**config.mk**
```make
export PLATFORM = sky130hd
export DESIGN_NAME = switch_debouncer_flat
export DESIGN_NICKNAME = d
export VERILOG_FILES = /design/src/rtl/io_pkg.sv /design/src/rtl/switch_debouncer_if.sv /design/src/rtl/debounce_bit.sv /design/src/rtl/switch_debouncer.sv /design/src/flat_wrapper.sv
export SDC_FILE = /design/constraint.sdc
export NUM_CORES = 1
export LEC_CHECK = 0
export CAP_MARGIN = 10
export CORE_UTILIZATION = 61
export DETAILED_ROUTE_END_ITERATION = 8
export PLACE_DENSITY_LB_ADDON = 0.2
export SLEW_MARGIN = 20
export SYNTH_ARGS = -nofsm -noshare
export SYNTH_HDL_FRONTEND = slang
export SYNTH_SLANG_ARGS = --single-unit
```
**constraint.sdc**
```tcl
create_clock -name clock -period 3.2 [get_ports clock]
set_input_delay 0.48 -clock clock [delete_from_list [all_inputs] [get_ports clock]]
set_output_delay 0.48 -clock clock [all_outputs]
set_load 0.05 [all_outputs]
```
**src/rtl/io_pkg.sv**
```systemverilog
// Shared board-I/O constants for the core top, the memory stage and the
// switch conditioning logic.
package io_pkg;

  localparam int SW_WIDTH  = 18;
  localparam int LED_WIDTH = 27;

  localparam int TICK_DIV_DEFAULT     = 50000;
  localparam int STABLE_TICKS_DEFAULT = 4;

  // Qualification counter width; one spare bit so STABLE_TICKS-1 always fits.
  function automatic int stable_count_w(input int stable_ticks);
    return $clog2(stable_ticks) + 1;
  endfunction

endpackage

```
**src/rtl/switch_debouncer_if.sv**
```systemverilog
// Sticky switch-change event channel between the debouncer and its consumer.
interface switch_debouncer_if #(
  parameter int SW_WIDTH = io_pkg::SW_WIDTH
);

  logic                event_valid;
  logic [SW_WIDTH-1:0] event_bits;
  logic                event_ack;

  modport master (output event_valid, output event_bits, input  event_ack);
  modport slave  (input  event_valid, input  event_bits, output event_ack);

endinterface

```
**src/rtl/debounce_bit.sv**
```systemverilog
// One switch bit: accepts a new level only after it disagrees with the
// current debounced value for STABLE_TICKS consecutive sample ticks.
module debounce_bit import io_pkg::*; #(
  parameter int STABLE_TICKS = STABLE_TICKS_DEFAULT
) (
  input  logic clock,
  input  logic reset,
  input  logic sync_bit,
  input  logic tick,
  output logic debounced,
  output logic flip
);

  localparam int CW = stable_count_w(STABLE_TICKS);
  localparam logic [CW-1:0] LAST = CW'(STABLE_TICKS - 1);

  logic          differ;
  logic [CW-1:0] count;

  assign differ = sync_bit ^ debounced;
  assign flip   = differ & tick & (count == LAST);

  // Any agreement, even between ticks, restarts qualification from zero.
  always_ff @(posedge clock or negedge reset) begin
    if (!reset) begin
      count     <= '0;
      debounced <= 1'b0;
    end else if (!differ) begin
      count <= '0;
    end else if (tick) begin
      if (count == LAST) begin
        count     <= '0;
        debounced <= ~debounced;
      end else begin
        count <= count + 1'b1;
      end
    end
  end

endmodule

```
**src/rtl/switch_debouncer.sv**
```systemverilog
// Synchronizes and debounces the raw board switches, and reports per-bit
// sticky change flags over a valid/ack event channel.
module switch_debouncer import io_pkg::*; #(
  parameter int SW_WIDTH     = io_pkg::SW_WIDTH,
  parameter int TICK_DIV     = TICK_DIV_DEFAULT,
  parameter int STABLE_TICKS = STABLE_TICKS_DEFAULT
) (
  input  logic                clock,
  input  logic                reset,
  input  logic [SW_WIDTH-1:0] switches_raw,
  output logic [SW_WIDTH-1:0] switches,
  switch_debouncer_if.master  evt
);

  localparam int PW = (TICK_DIV > 2) ? $clog2(TICK_DIV) : 1;
  localparam logic [PW-1:0] TICK_LAST = PW'(TICK_DIV - 1);

  logic [SW_WIDTH-1:0] sync1;
  logic [SW_WIDTH-1:0] sync2;
  logic [PW-1:0]       prescale;
  logic                tick;
  logic [SW_WIDTH-1:0] flips;
  logic [SW_WIDTH-1:0] next_bits;
  logic                ack_fire;

  // Two-flop synchronizer for the asynchronous board inputs.
  always_ff @(posedge clock or negedge reset) begin
    if (!reset) begin
      sync1 <= '0;
      sync2 <= '0;
    end else begin
      sync1 <= switches_raw;
      sync2 <= sync1;
    end
  end

  always_ff @(posedge clock or negedge reset) begin
    if (!reset) begin
      prescale <= '0;
    end else if (prescale == TICK_LAST) begin
      prescale <= '0;
    end else begin
      prescale <= prescale + 1'b1;
    end
  end

  assign tick = (prescale == TICK_LAST);

  for (genvar i = 0; i < SW_WIDTH; i++) begin : g_bit
    debounce_bit #(
      .STABLE_TICKS (STABLE_TICKS)
    ) u_bit (
      .clock     (clock),
      .reset     (reset),
      .sync_bit  (sync2[i]),
      .tick      (tick),
      .debounced (switches[i]),
      .flip      (flips[i])
    );
  end

  // An ack clears exactly the flags the consumer saw; a flip landing in the
  // same cycle is ORed in afterwards so it is never lost.
  assign ack_fire = evt.event_ack & evt.event_valid;

  always_comb begin
    next_bits = evt.event_bits;
    if (ack_fire) begin
      next_bits = evt.event_bits & ~evt.event_bits;
    end
    next_bits = next_bits | flips;
  end

  always_ff @(posedge clock or negedge reset) begin
    if (!reset) begin
      evt.event_bits  <= '0;
      evt.event_valid <= 1'b0;
    end else begin
      evt.event_bits  <= next_bits;
      evt.event_valid <= |next_bits;
    end
  end

endmodule

```
**src/flat_wrapper.sv**
```systemverilog
// flat-port wrapper written by rule: the top's interface ports become plain ports
module switch_debouncer_flat import io_pkg::*;
#(
  parameter int SW_WIDTH     = io_pkg::SW_WIDTH,
  parameter int TICK_DIV     = TICK_DIV_DEFAULT,
  parameter int STABLE_TICKS = STABLE_TICKS_DEFAULT
)
  (clock, reset, switches_raw, switches, evt_event_valid, evt_event_bits, evt_event_ack);
  switch_debouncer_if #(.SW_WIDTH(SW_WIDTH)) evt_i ();
  input  logic clock;
  input  logic reset;
  input  logic [SW_WIDTH-1:0] switches_raw;
  output logic [SW_WIDTH-1:0] switches;
  output wire logic [$bits(evt_i.event_valid)-1:0] evt_event_valid;
  output wire logic [$bits(evt_i.event_bits)-1:0] evt_event_bits;
  input wire logic [$bits(evt_i.event_ack)-1:0] evt_event_ack;
  assign evt_event_valid = evt_i.event_valid;
  assign evt_event_bits = evt_i.event_bits;
  assign evt_i.event_ack = evt_event_ack;
  switch_debouncer #(.SW_WIDTH(SW_WIDTH), .TICK_DIV(TICK_DIV), .STABLE_TICKS(STABLE_TICKS)) u_core (.clock(clock), .reset(reset), .switches_raw(switches_raw), .switches(switches), .evt(evt_i));
endmodule
```
==> images/final_congestion.png <==
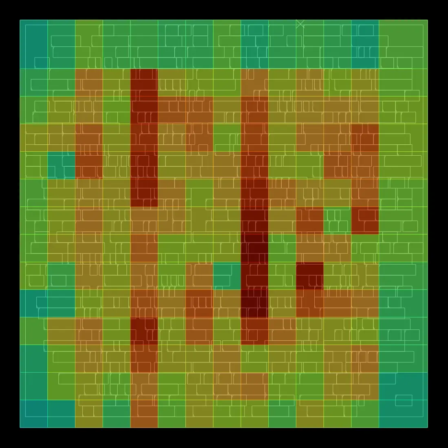
met1 track demand over resource: 30.1%
met3 track utilization from global routing: 6.70%
DR WL/cell: 15.8 um

==> images/pins.png <==
Scale: 4 px per um. Pins as bars across the die edge, other pins in grey.
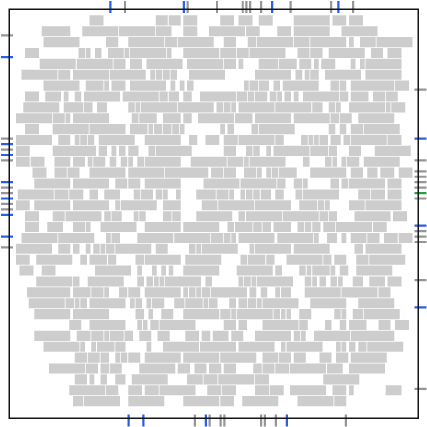
| colour | port | pins | direction | edge |
|---|---|---|---|---|
| green | evt_event_ack | 1 | input | right |
| blue | switches_raw | 18 | input | 7 left, 4 top, 4 bottom, 3 right |
all pins by edge: 16 left, 16 right, 14 top, 12 bottom
Die H: 102 um
die width: 102 um
IO buf count: 57

==> images/registers.png <==
Scale: 3 px per um.
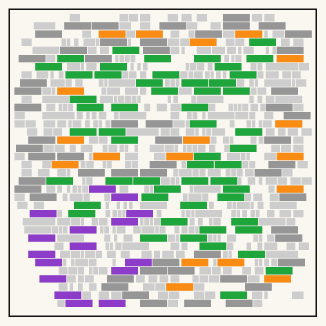
| colour | name in the netlist | sequential cells |
|---|---|---|
| green | u_core.g_bit.u_bit.count | 54 |
| orange | u_core.evt.event_bits | 18 |
| purple | u_core.prescale | 16 |
not coloured: 55
sequential cell area: 0.00358 sq mm
sequential portion of the cell area: 49.1%
utilization after layout: 74.9%
seq pwr: 0.00185 W

==> images/zoom.png <==
Window x 38 to 63, y 18 to 43 um. Cells in grey, sequential cells in the stronger grey; small squares are vias.
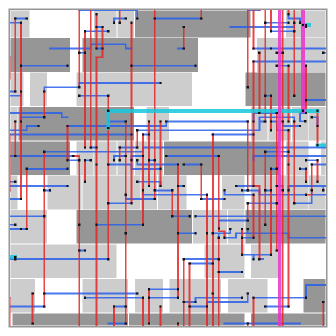
| colour | layer |
|---|---|
| cyan | met3 |
| blue | met1 |
| red | met2 |
| magenta | met4 |
netlist names of flops here include: u_core.g_bit.u_bit.count (6), u_core.prescale (3)
sequential cells in the window: 9
cells with their middle in the window: 45
most frequent: dfrtp_1 (9), nand2_1 (8), a21oi_1 (6)

==> images/gate_families.png <==
Scale: 3 px per um.
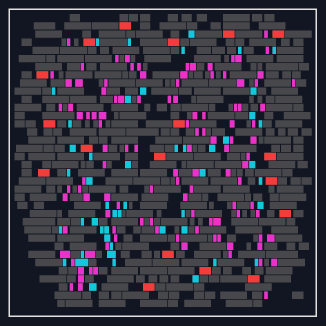
| colour | family | cells |
|---|---|---|
| magenta | NAND gates | 112 |
| cyan | NOR gates | 49 |
| red | multiplexers | 18 |

==> metrics.yaml <==
chain_of_cells_forming_the_critical_path: "clkdlybuf4s50_1"
final.setup.worst_slack_ns: 0.936
crit_path_start_kind: "flop"
rsz_0062_raised_after_global_routing: "no"
tritoncts_num_sinks: 143
power.switching_w: 0.000775
routed_length_on_met2_um: 5720
netSwitchingFraction_pct: 19.3
synth_area_sq_mm: 0.00608
synth-edff-count: 0
grt_use_met2_pct: 41.7
power.share.sequential_pct: 45.9
clkSlewWorstSetupHoldPaths_ns: 0.06
yosysTopAreaCellShare_pct: 58.8
globalplace.congestion: 0.789
gr-total-overflow: 0
placement.setup.worst_slack_ns: 1.04
cp.depth: 1
hold_buffers: 0
layout_top_cell: "sky130_fd_sc_hd__dfrtp_1"
internal_power_w: 0.00325
comb_cell_power_w: 0.0000907
ctsRootBufferMaster: "sky130_fd_sc_hd__clkbuf_8"
clkPwrFrac_pct: 51.8
worst-path-max-fanout: 4
final_hold_viol_count: 5
violations: "DRC, hold timing"
critical_path.slowest_cell: "sky130_fd_sc_hd__clkdlybuf4s50_1"
highest_layer: "met4"
timing.critical_path.buf_inv: 1
power.clock.total_w: 0.00209
initial_core_util_pct: 62.5
synth_dominant_cell_count: "sky130_fd_sc_hd__dfrtp_1"
hold_slack_ns: -0.00509
finalWirelength_um: 11300
timing.critical_path.required_ns: 2.72
met3_length_um: 420
vias_per_cell: 5.51
post-route-drc-count: 1
detailedRoute.firstIterationViolations: 102
comb_power_share_pct: 2.3
timing.setup.tns_ns: 0
run_status: "finished with violations"
post_synth_and_or_nand_nor_area_fraction_pct: 14.8
synth.cellmix.compoundShare_pct: 8.43
worstPathArrival_ns: 1.78
[flip-flops by register name, indices dropped and copies added, names as in the netlist]
signal,cells
u_core.evt.event_bits,18
u_core.evt.event_valid,1
u_core.g_bit.u_bit.count,54
u_core.g_bit.u_bit.debounced,18
u_core.prescale,16
u_core.sync1,18
u_core.sync2,18
[final cells by class]
| class | count | area [sq um] |
|---|---|---|
| clock inverters | 10 | 185 |
| fillers | 661 | 2440 |
| flip-flops and latches | 143 | 3580 |
| clock buffers | 21 | 449 |
| multi-input cells | 350 | 2290 |
| repair buffers | 62 | 622 |
| well taps | 133 | 166 |
[metrics by stage]
stage,std cells,cell area (sq um)
global placement,688,6660
detailed placement,688,6660
CTS,719,7290
global route,719,7290
finish,719,7290
floorplan,525,6080
Power and IR drop assume default switching activity.
